## config.mk

```make
export PLATFORM = sky130hd
export DESIGN_NAME = midi_tx
export DESIGN_NICKNAME = d
export VERILOG_FILES = /design/src/rtl/midi_tx.sv
export SDC_FILE = /design/constraint.sdc
export NUM_CORES = 1
export LEC_CHECK = 0
export ABC_AREA = 1
export CAP_MARGIN = 20
export CORE_ASPECT_RATIO = 1.2
export CORE_MARGIN = 3
export CORE_UTILIZATION = 40
export CTS_BUF_LIST = sky130_fd_sc_hd__clkbuf_16
export CTS_CLUSTER_SIZE = 16
export DETAILED_ROUTE_END_ITERATION = 6
export HOLD_SLACK_MARGIN = 0.05
export SETUP_SLACK_MARGIN = 0.02
export SKIP_LAST_GASP = 1
export SLEW_MARGIN = 20
export SYNTH_ARGS = -nofsm -noshare
export SYNTH_HDL_FRONTEND = slang
export SYNTH_SLANG_ARGS = --single-unit
```

## constraint.sdc

```tcl
create_clock -name clock -period 2.2 [get_ports clock]
set_input_delay 0.33 -clock clock [delete_from_list [all_inputs] [get_ports clock]]
set_output_delay 0.33 -clock clock [all_outputs]
set_load 0.02 [all_outputs]
```

## src/rtl/midi_tx.sv

```systemverilog
// MIDI note-on/note-off transmitter: 8N1 serial framing of status/key/velocity
// bytes, with optional running-status suppression of a repeated status byte.
module midi_tx #(
  parameter int unsigned CLK_PER_BIT    = 2080,
  parameter bit          RUNNING_STATUS = 1'b1
) (
  input  logic       clock,
  input  logic       reset,
  input  logic       ev_valid,
  output logic       ev_ready,
  input  logic       ev_note_on,
  input  logic [3:0] ev_channel,
  input  logic [6:0] ev_key,
  input  logic [6:0] ev_velocity,
  output logic       serial,
  output logic       busy,
  output logic       msg_done
);

  localparam int unsigned CW = (CLK_PER_BIT > 1) ? $clog2(CLK_PER_BIT) : 1;
  localparam logic [CW-1:0] CNT_LAST = CW'(CLK_PER_BIT - 1);
  // msg_done is registered, so it is raised one count early; needs CLK_PER_BIT >= 2.
  localparam logic [CW-1:0] CNT_DONE = CW'(CLK_PER_BIT - 2);

  typedef enum logic [1:0] {IDLE, START, DATA, STOP} state_t;

  state_t        state_q;
  logic [CW-1:0] cnt_q;
  logic [2:0]    bit_q;
  logic [1:0]    left_q;
  logic [7:0]    shift_q;
  logic [15:0]   pend_q;
  logic [7:0]    msg_status_q;
  logic [7:0]    last_status_q;
  logic          last_valid_q;
  logic          serial_q, busy_q, done_q, ready_q;

  logic [7:0]    status_d;
  logic          omit_d;

  always_comb begin
    status_d = {1'b1, 2'b00, ev_note_on, ev_channel};
    omit_d   = RUNNING_STATUS && last_valid_q && (last_status_q == status_d);
  end

  always_ff @(posedge clock) begin
    if (!reset) begin
      state_q       <= IDLE;
      cnt_q         <= '0;
      bit_q         <= '0;
      left_q        <= '0;
      shift_q       <= '0;
      pend_q        <= '0;
      msg_status_q  <= '0;
      last_status_q <= '0;
      last_valid_q  <= 1'b0;
      serial_q      <= 1'b1;
      busy_q        <= 1'b0;
      done_q        <= 1'b0;
      ready_q       <= 1'b0;
    end else begin
      case (state_q)
        IDLE: begin
          serial_q <= 1'b1;
          busy_q   <= 1'b0;
          done_q   <= 1'b0;
          ready_q  <= 1'b1;
          if (ev_valid && ready_q) begin
            ready_q      <= 1'b0;
            busy_q       <= 1'b1;
            serial_q     <= 1'b0;
            state_q      <= START;
            cnt_q        <= '0;
            msg_status_q <= status_d;
            // pend_q holds the bytes still to follow, next one in the low byte.
            if (omit_d) begin
              shift_q <= {1'b0, ev_key};
              pend_q  <= {8'h00, 1'b0, ev_velocity};
              left_q  <= 2'd1;
            end else begin
              shift_q <= status_d;
              pend_q  <= {1'b0, ev_velocity, 1'b0, ev_key};
              left_q  <= 2'd2;
            end
          end
        end
        START: begin
          if (cnt_q == CNT_LAST) begin
            cnt_q    <= '0;
            bit_q    <= '0;
            state_q  <= DATA;
            serial_q <= shift_q[0];
            shift_q  <= shift_q >> 1;
          end else begin
            cnt_q <= cnt_q + CW'(1);
          end
        end
        DATA: begin
          if (cnt_q == CNT_LAST) begin
            cnt_q <= '0;
            if (bit_q == 3'd7) begin
              state_q  <= STOP;
              serial_q <= 1'b1;
            end else begin
              bit_q    <= bit_q + 3'd1;
              serial_q <= shift_q[0];
              shift_q  <= shift_q >> 1;
            end
          end else begin
            cnt_q <= cnt_q + CW'(1);
          end
        end
        STOP: begin
          if (cnt_q == CNT_LAST) begin
            cnt_q <= '0;
            if (left_q != 2'd0) begin
              state_q  <= START;
              serial_q <= 1'b0;
              shift_q  <= pend_q[7:0];
              pend_q   <= pend_q >> 8;
              left_q   <= left_q - 2'd1;
            end else begin
              state_q       <= IDLE;
              done_q        <= 1'b0;
              busy_q        <= 1'b0;
              ready_q       <= 1'b1;
              last_status_q <= msg_status_q;
              last_valid_q  <= 1'b1;
            end
          end else begin
            cnt_q <= cnt_q + CW'(1);
            if (cnt_q == CNT_DONE && left_q == 2'd0) done_q <= 1'b1;
          end
        end
        default: state_q <= IDLE;
      endcase
    end
  end

  assign serial   = serial_q;
  assign busy     = busy_q;
  assign msg_done = done_q;
  assign ev_ready = ready_q;

endmodule

```

==> flow_summary.toml, run 1 <==
# physical design summary
[floorplan]
die_area_um2 = 8890
initCoreUtil = 0.421
die_y_um = 103
io_pins = 26

[critical_path]
r2r_start = "state_q[0]"
rr_endpoint = "pend_q[0]"
cp_top_family = "buffers and inverters"
critPathMaxStageDelay_ns = 0.38
cp-end-kind = "register"
arrival_ns = 2.07

[clock_network]
root_buffer = "clkbuf_16"
clkTransAtPathRegs_ns = 0.05
cts_tree = "done"

[timing]
post-route-min-period_ns = 1.86

[drt]
wl_per_cell_um = 13.1
wirelength_um = 7470

[finish]
comb_area_um2 = 1590
fillers = 767
sh_comb_area = 0.425
buf_share = 0.0912

[synth]
synth_top_area_share = 0.373
async_reset_ff_frac = 0
fp_nets = 474
edf_count = 0
xor_share = 0.0169

[power]
power_frac_comb = 0.328
comb_power_w = 0.00132

[global_routing]
grt_max_degree = 22
grt_overflow = 0
grt_pass1_vias = 2702
grtUsageMet3 = 0.0392
gr-usage-met1 = 0.224
grt_usage = 0.182
grt_pass1_wl_um = 12600

[run_status]
status = "completed"
run 1: metal layers:
| metal | share of wire | up-vias | wire length (um) |
|---|---|---|---|
| met5 | 0 | - | 0 |
| met3 | 0.036 | 9 | 272 |
| met1 | 0.47 | 1285 | 3480 |
| met2 | 0.48 | 49 | 3590 |
| met4 | 0.017 | 0 | 129 |
| li1 | - | 1505 | - |
run 1: worst min-delay path: cells and delay by family (launching register included):
| kind | cells | cell delay, ns |
|---|---|---|
| flops | 1 | 0.30 |
| compound gates | 1 | 0.06 |
| buf+inv | 1 | 0.04 |
run 1: through the flow:
step / util / hold slack [ns]
after detailed placement: 0.466 / 0.445
after floorplan: - / 0.424
after global placement: 0.466 / 0.437
after CTS: 0.504 / 0.454
after global routing: 0.504 / 0.470
final: 0.504 / 0.451
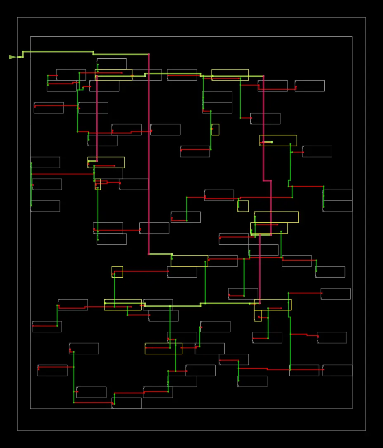
Figure 1: run 1, clock nets.
total CTS buffers: 9
flop count: 58
Layout clock buffers: 9
clock sinks: 58

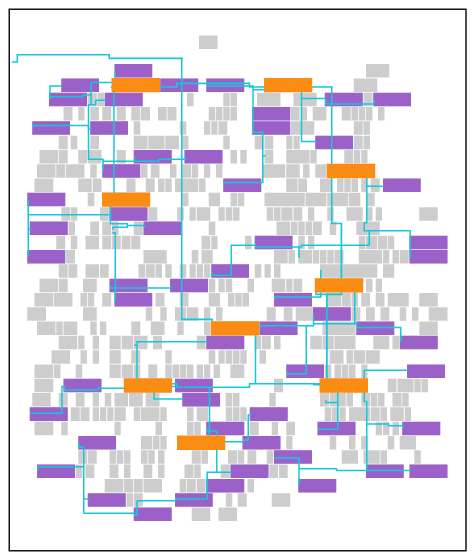
Figure 2: run 1, clock distribution.
legend:
  clock-net drivers:
    color: orange
    count: 9
  flip-flops:
    color: purple
    count: 58
  clock wires:
    color: cyan
    length: 890 um
routed clock nets: 10
clock power share: 0.334
clock group power: 0.00135 W
Setup Skew: 0.00375 ns

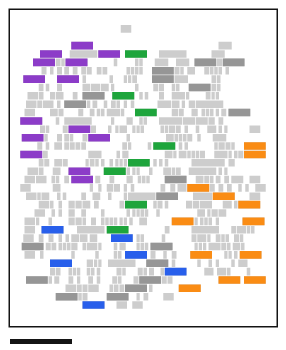
Figure 3: run 1, where the registers sit.
Scale bar: 20 um.
legend:
  last_status_q:
    color: blue
    sequential_cells: 6
  pend_q:
    color: purple
    sequential_cells: 14
  shift_q:
    color: green
    sequential_cells: 8
  cnt_q:
    color: orange
    sequential_cells: 12
Flop area: 1160 um2
total sequential power: 0.00137 W
Seq area share: 0.311
post-layout util: 0.504

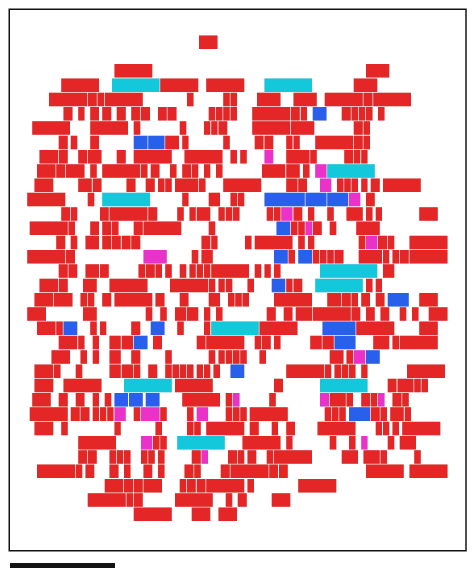
Figure 4: run 1, cell sizes after repair.
Scale bar: 20 um.
legend:
  x6 and larger:
    color: cyan
    cells: 10
    share: 2.1%
  x2:
    color: magenta
    cells: 18
    share: 3.8%
  x1 and smaller:
    color: red
    cells: 429
    share: 90%
  x3 and x4:
    color: blue
    cells: 22
    share: 4.6%
Final WS setup: 0.341 ns
Design Area, Final: 3730 um2
area grow syn2layout: 19.7%
Buffers excl. clock: 37

==> run 2, diff against run 1 <==
Clock period 2.2 ns to 1.66 ns, I/O delays scaled along.
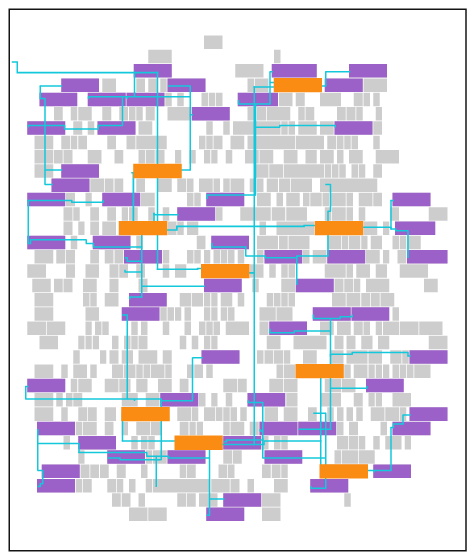
Figure 5: run 2, clock distribution.
clk ins delay skew pair: 0.33 ns
Setup Skew: 0.00446 ns
clock power share: 0.326
clock group power: 0.00199 W

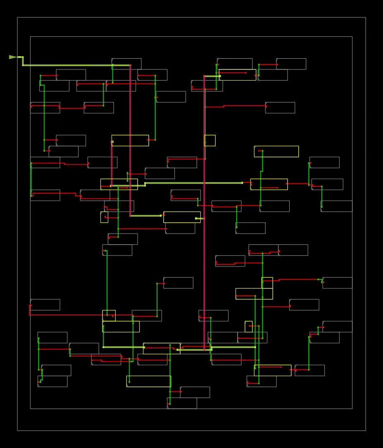
Figure 6: run 2, clock nets.

==> run 2 against run 1 <==
Utilization up 6.7 points. Sequential power increased by 31%. Combinational power rose by 77%. Largest power group is now combinational logic. Critical path type unchanged. Worst hold slack lost 0.0073 ns. Final cell count rose by 8.1%. Wire length is 8.6% higher.
==> flow_summary.toml, run 2 <==
# physical design summary
[global_routing]
grt_max_degree = 24
grt_overflow = 0
grt_pass1_wl_um = 13500
grt_pass1_vias = 3036

[floorplan]
die_area_um2 = 8890
initCoreUtil = 0.421
die_y_um = 103
io_pins = 26

[finish]
comb_area_um2 = 1700
stdcell_area_um2 = 4230
fillers = 733
regArea_um2 = 1170

[synth]
fp_nets = 474
edf_count = 0
async_reset_ff_frac = 0
synth_top_area_share = 0.373
xor_share = 0.0169

[critical_path]
arrival_ns = 1.78
cp-end-kind = "register"
critPathMaxStageDelay_ns = 0.33
cp_top_family = "buffers and inverters"

[timing]
fin_ws_ns = 0.0898
holdWs_ns = 0.444
post-route-min-period_ns = 1.57

[run_status]
status = "completed"

[clock_network]
cts_tree = "done"
cts_sinks = 58
clkTransAtPathRegs_ns = 0.05

[power]
power_frac_comb = 0.380
pg_seq_w = 0.00180
## run 2: cell counts after synthesis
Identical to the previous run, type by type.
## run 2: final timing paths
check | depth (start not counted) | endpoint | slack [ns] | start
worst min-delay path | 2 | last_status_q[7] | 0.44 | last_status_q[7]
worst min register to register | 2 | last_status_q[7] | 0.44 | last_status_q[7]
worst max-delay path | 10 | serial | 0.09 | state_q[1]
worst max register to register | 10 | serial | 0.09 | state_q[1]
## run 2: metal layers
metal	vias up	global-route usage	share of wire
met5	-	0	0
met4	0	0.0863	0.028
met3	16	0.0384	0.029
met2	50	0.329	0.49
met1	1384	0.231	0.45
li1	1598	-	-
## run 2: cell type report
cell class	count	area share
clock buffers	9	0.0533
repair buffers	81	0.160
flip-flops and latches	58	0.277
inverters	64	0.0598
multi-input cells	306	0.401
clock inverters	7	0.0222
well taps	90	0.0267
No activity file was given, so power comes from the tool's default toggle rates.
